===== src/rtl/apuf_majority_eval_seq.sv =====
// Evaluation sequencer for the arbiter PUF: fires N_EVAL triggers per request, majority-votes the responses.
// Define APUF_RAW_CAPTURE_EN to add the raw_bits port with the per-evaluation bit history.
module apuf_majority_eval_seq #(
   parameter int unsigned CHAL_SIZE = 64,
   parameter int unsigned N_EVAL    = 15,
   parameter int unsigned CNT_W     = 4,
   parameter int unsigned SETTLE    = 8,
   parameter int unsigned TIMEOUT   = 255
) (
   input  logic                 clk,
   input  logic                 rst,
   input  logic                 start,
   input  logic [CHAL_SIZE-1:0] chal_in,
   output logic [CHAL_SIZE-1:0] puf_chal,
   output logic                 puf_tig,
   input  logic                 puf_resp_ready,
   input  logic                 puf_resp_bit,
   output logic                 busy,
   output logic                 resp_ready,
   output logic                 resp_bit,
   output logic                 resp_stable,
   output logic                 resp_err,
   output logic [CNT_W-1:0]     ones_count
`ifdef APUF_RAW_CAPTURE_EN
   ,
   output logic [N_EVAL-1:0]    raw_bits
`endif
);

   localparam int unsigned SET_W = $clog2(SETTLE + 1);
   localparam int unsigned TO_W  = 8;

   if ((N_EVAL % 2) == 0 || N_EVAL < 1 || (2 ** CNT_W) <= N_EVAL ||
       SETTLE < 1 || TIMEOUT < 1 || TIMEOUT > 255) begin : g_param_err
      $error("apuf_majority_eval_seq: illegal parameter combination");
   end

   typedef enum logic [2:0] {
      S_IDLE,
      S_SETTLE,
      S_FIRE,
      S_GAP,
      S_DONE
   } state_e;

   state_e                 state_q, state_d;
   logic                   start_q;
   logic                   accept;
   logic [CHAL_SIZE-1:0]   chal_q, chal_d;
   logic                   tig_q, tig_d;
   logic                   busy_q, busy_d;
   logic                   rdy_q, rdy_d;
   logic                   bit_q, bit_d;
   logic                   stable_q, stable_d;
   logic                   err_q, err_d;
   logic [CNT_W-1:0]       ones_q, ones_d;
   logic [CNT_W-1:0]       eval_q, eval_d;
   logic [SET_W-1:0]       settle_q, settle_d;
   logic [TO_W-1:0]        tout_q, tout_d;
   logic                   settle_done;
   logic                   timed_out;
`ifdef APUF_RAW_CAPTURE_EN
   logic [N_EVAL-1:0]      raw_q, raw_d;
`endif

   assign accept      = start & ~start_q;
   assign settle_done = ~puf_resp_ready & (settle_q == SET_W'(SETTLE - 1));
   assign timed_out   = (tout_q == TO_W'(TIMEOUT - 1));

   // Edge register tracks start even in reset, so a level held through reset is not an edge.
   always_ff @(posedge clk) begin
      start_q <= start;
   end

   always_ff @(posedge clk) begin
      if (rst) begin
         state_q <= S_IDLE;
      end else begin
         state_q <= state_d;
      end
   end

   always_comb begin
      state_d = state_q;
      case (state_q)
         S_IDLE:   if (accept) state_d = S_SETTLE;
         S_SETTLE: if (settle_done) state_d = S_FIRE;
         S_FIRE:   if (puf_resp_ready || timed_out) state_d = S_GAP;
         S_GAP:    state_d = (eval_q == CNT_W'(N_EVAL)) ? S_DONE : S_SETTLE;
         S_DONE:   state_d = S_IDLE;
         default:  state_d = S_IDLE;
      endcase
   end

   // Datapath next values; a response in the final timeout clock still counts as a response.
   always_comb begin
      chal_d   = chal_q;
      busy_d   = busy_q;
      rdy_d    = rdy_q;
      bit_d    = bit_q;
      stable_d = stable_q;
      err_d    = err_q;
      ones_d   = ones_q;
      eval_d   = eval_q;
      settle_d = settle_q;
      tout_d   = tout_q;
`ifdef APUF_RAW_CAPTURE_EN
      raw_d    = raw_q;
`endif
      case (state_q)
         S_IDLE: begin
            if (accept) begin
               chal_d   = chal_in;
               busy_d   = 1'b1;
               rdy_d    = 1'b0;
               bit_d    = 1'b0;
               stable_d = 1'b0;
               err_d    = 1'b0;
               ones_d   = '0;
               eval_d   = '0;
               settle_d = '0;
               tout_d   = '0;
`ifdef APUF_RAW_CAPTURE_EN
               raw_d    = '0;
`endif
            end
         end
         S_SETTLE: begin
            tout_d = '0;
            if (puf_resp_ready) begin
               settle_d = '0;
            end else if (!settle_done) begin
               settle_d = settle_q + 1'b1;
            end
         end
         S_FIRE: begin
            if (puf_resp_ready) begin
               ones_d = ones_q + CNT_W'(puf_resp_bit);
               eval_d = eval_q + 1'b1;
`ifdef APUF_RAW_CAPTURE_EN
               raw_d  = N_EVAL'({raw_q, puf_resp_bit});
`endif
            end else if (timed_out) begin
               err_d  = 1'b1;
               eval_d = eval_q + 1'b1;
`ifdef APUF_RAW_CAPTURE_EN
               raw_d  = N_EVAL'({raw_q, 1'b0});
`endif
            end else begin
               tout_d = tout_q + 1'b1;
            end
         end
         S_GAP: begin
            settle_d = '0;
         end
         S_DONE: begin
            bit_d    = (ones_q > CNT_W'(N_EVAL / 2));
            stable_d = ~err_q & ((ones_q == '0) | (ones_q == CNT_W'(N_EVAL)));
            rdy_d    = 1'b1;
            busy_d   = 1'b0;
         end
         default: ;
      endcase
      tig_d = (state_d == S_FIRE);
   end

   always_ff @(posedge clk) begin
      if (rst) begin
         chal_q   <= '0;
         tig_q    <= 1'b0;
         busy_q   <= 1'b0;
         rdy_q    <= 1'b0;
         bit_q    <= 1'b0;
         stable_q <= 1'b0;
         err_q    <= 1'b0;
         ones_q   <= '0;
         eval_q   <= '0;
         settle_q <= '0;
         tout_q   <= '0;
      end else begin
         chal_q   <= chal_d;
         tig_q    <= tig_d;
         busy_q   <= busy_d;
         rdy_q    <= rdy_d;
         bit_q    <= bit_d;
         stable_q <= stable_d;
         err_q    <= err_d;
         ones_q   <= ones_d;
         eval_q   <= eval_d;
         settle_q <= settle_d;
         tout_q   <= tout_d;
      end
   end

`ifdef APUF_RAW_CAPTURE_EN
   always_ff @(posedge clk) begin
      if (rst) begin
         raw_q <= '0;
      end else begin
         raw_q <= raw_d;
      end
   end

   assign raw_bits = raw_q;
`endif

   assign puf_chal    = chal_q;
   assign puf_tig     = tig_q;
   assign busy        = busy_q;
   assign resp_ready  = rdy_q;
   assign resp_bit    = bit_q;
   assign resp_stable = stable_q;
   assign resp_err    = err_q;
   assign ones_count  = ones_q;

endmodule


===== config.mk =====
export PLATFORM = sky130hd
export DESIGN_NAME = apuf_majority_eval_seq
export DESIGN_NICKNAME = d
export VERILOG_FILES = /design/src/rtl/apuf_majority_eval_seq.sv
export SDC_FILE = /design/constraint.sdc
export NUM_CORES = 1
export LEC_CHECK = 0
export ABC_AREA = 1
export CORE_ASPECT_RATIO = 1.2
export CORE_MARGIN = 2
export CORE_UTILIZATION = 39
export CTS_CLUSTER_SIZE = 25
export DETAILED_ROUTE_END_ITERATION = 7
export GPL_ROUTABILITY_DRIVEN = 0
export PLACE_DENSITY = 0.75
export SETUP_SLACK_MARGIN = 0.2
export SKIP_CTS_REPAIR_TIMING = 1
export SLEW_MARGIN = 10
export SYNTH_ARGS = -nofsm -noshare
export SYNTH_HDL_FRONTEND = slang
export SYNTH_SLANG_ARGS = --single-unit

===== constraint.sdc =====
create_clock -name clk -period 4.4 [get_ports clk]
set_clock_uncertainty 0.1 [all_clocks]
set_input_delay 1.1 -clock clk [delete_from_list [all_inputs] [get_ports clk]]
set_output_delay 1.1 -clock clk [all_outputs]
set_load 0.1 [all_outputs]

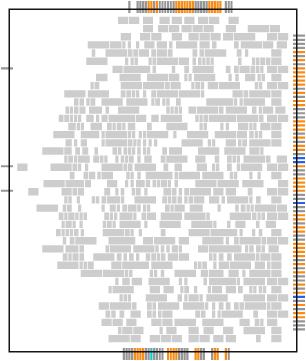
**Above:** pin placement.
(3 px per um) Pins as bars across the die edge, other pins in grey.
Key: cyan = `busy` [pins 1, direction output, edge south]; blue = `ones_count` [pins 4, direction output, edge east]; orange = `puf_chal` [pins 64, direction output, edge 36 east, 15 north, 13 south]
All pins by edge: 73 east, 35 north, 32 south, 3 west.

==> results.txt <==
The flow run is done. Tapcell count landed at 126. Worst path buffer plus inverter count landed at 1. Setup slack on the worst path after placement came out at 1.11 ns.

CTS added clock buffers totalling 9. Number of flip-flops and latches landed at 94. Per the layout area report, the combinational fraction of cell area is 31.2%. Initial standard-cell utilization of the core landed at 39.6%. Number of remaining DRC errors landed at 0.

In this run, placement finished with an instance count of 760. Area figure in the yosys stat output landed at 3910 um^2. Measured along the x axis, the die boundary spans 95.4 um. Biggest fanout along the worst timing path landed at 5. Fraction of the yosys area taken by sequential cells landed at 48.2%. Non-clock buffer instance count of the final layout landed at 147. Power share of the sequential group landed at 40.1%. Maximum frequency from static timing analysis landed at 317 MHz. The sequential power reported by the tool is 0.000934 W.

Critical path data arrival time landed at 1.96 ns. The sequential cells in the finished layout cover a total of 1880 um^2. Non-clock inverters in the final layout number 24. In the detailed route, the total length drawn on met3 is 797 um. Proportion of register bits with asynchronous set or reset after synthesis landed at 0%. Final period utilization landed at 71.8%. The number of warnings reported in the stage logs is 27. Power attributed to combinational cells landed at 0.000637 W. The final power report lists total power as 0.00233 W.

After layout, the worst setup slack is 1.24 ns. Total die area landed at 10,800 um^2. The global routing report lists met3 layer usage as 3.30%. Global routing met1 resource utilization landed at 22.5%. The flow ran to the end, and the final reports show no timing, DRC or antenna violations. Flip-flop count of the largest register after layout landed at 64.

For reference, XOR and XNOR gates occupy 0.673% of the area reported after synthesis. The violation tally recorded at the end of detailed-routing iteration 0 is 165. Top-level port count landed at 143. Wire length of the first global-routing pass landed at 16,500 um.

The first detailed-routing pass ran for 5 iterations. Placement row count landed at 40. Routed metal-1 wire length landed at 4230 um.

Cell count along the critical path landed at 1. Subtracting the final worst setup slack from the clock period gives 3.16 ns. For this run, the script counts the antenna cells in the layout as 0. Setup violation total in the final timing report landed at 0.

Reported clock group power landed at 0.000757 W. In the setup report, the worst path falls into the class reg2out. The share of total power dissipated in combinational logic is 27.4%.

Fraction of the mapped netlist area in compound gates landed at 12.9%. The floorplan step set the die height to 114 um. The path class of the tightest hold or removal check is reg2reg. CTS sink count landed at 94.

The count of buffers added on input and output ports is 142. Per the post-synthesis stats, the area per cell is 7.64 um^2. Setup repair after global routing left no endpoint under its margin. The global router reports that the layer with the highest usage is met2. By area, sequential cells come first. Clock network fraction of design power landed at 32.5%. Met2 global-route usage landed at 34.7%. Max-slew check failures listed in the final report amount to 0.

According to the finish report, the design has a final net count of 720. Entering global routing, the biggest net connects 71 pins. Area growth from synthesis to layout landed at 45.0%. Per STA, the worst path is made up of clkdlybuf4s50_1. Final instance area landed at 5670 um^2. Looking at the clock tree report, the maximum root-to-sink buffer count equals 2. Along the worst hold path, the cell count comes to 2. Clock edge transition at the registers on the reported setup and hold paths landed at 0.06 ns. Number of cell instances after yosys synthesis landed at 511. Internal power landed at 0.00153 W. Before any placement, the netlist area is recorded as 3910 um^2. Aggregate negative setup slack landed at 0 ns. After detailed routing, no signal wire sits above met4. As reported, the later end of the worst-skew pair has a clock insertion delay of 0.34 ns. The netlist uses 36 different library cells. Non-clock buffers make up 26.0% of the layout cell area.

Number of max-capacitance violations reported landed at 0. Largest incremental delay on the critical path landed at 1.20 ns. Fraction of synthesized area in multiplexers landed at 0%. The timing report shows that the slowest cell on the worst path is clkdlybuf4s50_1. The synthesis stat section lists a flop and latch total of 94. Cells fill 57.5% of the core in the end. The post-placement cell area is 5380 um^2. Simple-gate share of the synthesized area landed at 29.7%. The layout summary lists the proportion of cells stronger than drive strength 1 as 6.93%.

Of all power groups, the one with the highest power is registers. The via count of the first global-routing pass is 3,526. Headroom to the max-slew limit came out at 31.7%.
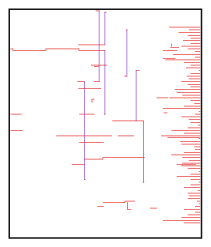
**Above:** metal layers overlaid.
(2 px per um) Two of the layers only.
Key: purple = M4 [wire length 212 um]; red = M3 [wire length 797 um]
total number of vias: 3,864
global-route total usage across every layer: 19.4%
drt wl/cell: 13.9 um
aggregate routed wire length: 10,800 um

-- cell usage in the layout, fill, tap and decap left out, types with 2 or more instances in the layout --
| master | n |
|---|---|
| nor3_1 | 2 |
| nand2_4 | 2 |
| nor3_2 | 2 |
| o21ai_0 | 67 |
| inv_1 | 20 |
| nand2_8 | 2 |
| ha_1 | 6 |
| clkdlybuf4s50_1 | 142 |
| inv_2 | 3 |
| clkinv_2 | 2 |
| xor2_1 | 2 |
| a21oi_1 | 26 |
| o21ai_1 | 2 |
| nand3_1 | 15 |
| nor2_4 | 2 |
| nand2_1 | 62 |
| nand2_2 | 6 |
| nor2_1 | 152 |
| clkbuf_16 | 9 |
| nor2_2 | 3 |
| nand3_4 | 2 |
| buf_4 | 4 |
| dfxtp_1 | 94 |
| nand4_1 | 3 |
| o21bai_1 | 2 |
-- cell usage after synthesis, types with 3 or more instances --
cell type  count  area share [%]
inv_1         20             1.9
nand3_1       15             1.9
nor2_1       152              15
a21oi_1       26             3.3
nor2_2         3            0.48
buf_6          9             2.6
nand2_1       62             6.0
inv_2          3            0.29
o21ai_0       67             8.6
nand2_2        6            0.96
ha_1           6             1.9
nand4_1        3            0.48
dfxtp_1       94              48
clkbuf_1      13             1.2
-- path summary, 6_finish.rpt --
check                     start             to  slack (ns)
setup / recovery  ones_count[3]  ones_count[3]        1.24
hold / removal         resp_bit       resp_bit        0.37
setup reg to reg     state_q[1]   puf_chal[36]        2.18
hold reg to reg        resp_bit       resp_bit        0.37
-- worst min-delay path, delay by kind of cell, from the launching register on --
kind	cells	cell delay [ns]
flip-flops	1	0.31
AND/OR/NAND/NOR	1	0.06
AND-OR/OR-AND	1	0.05
Power is estimated from default activity; no workload was simulated.
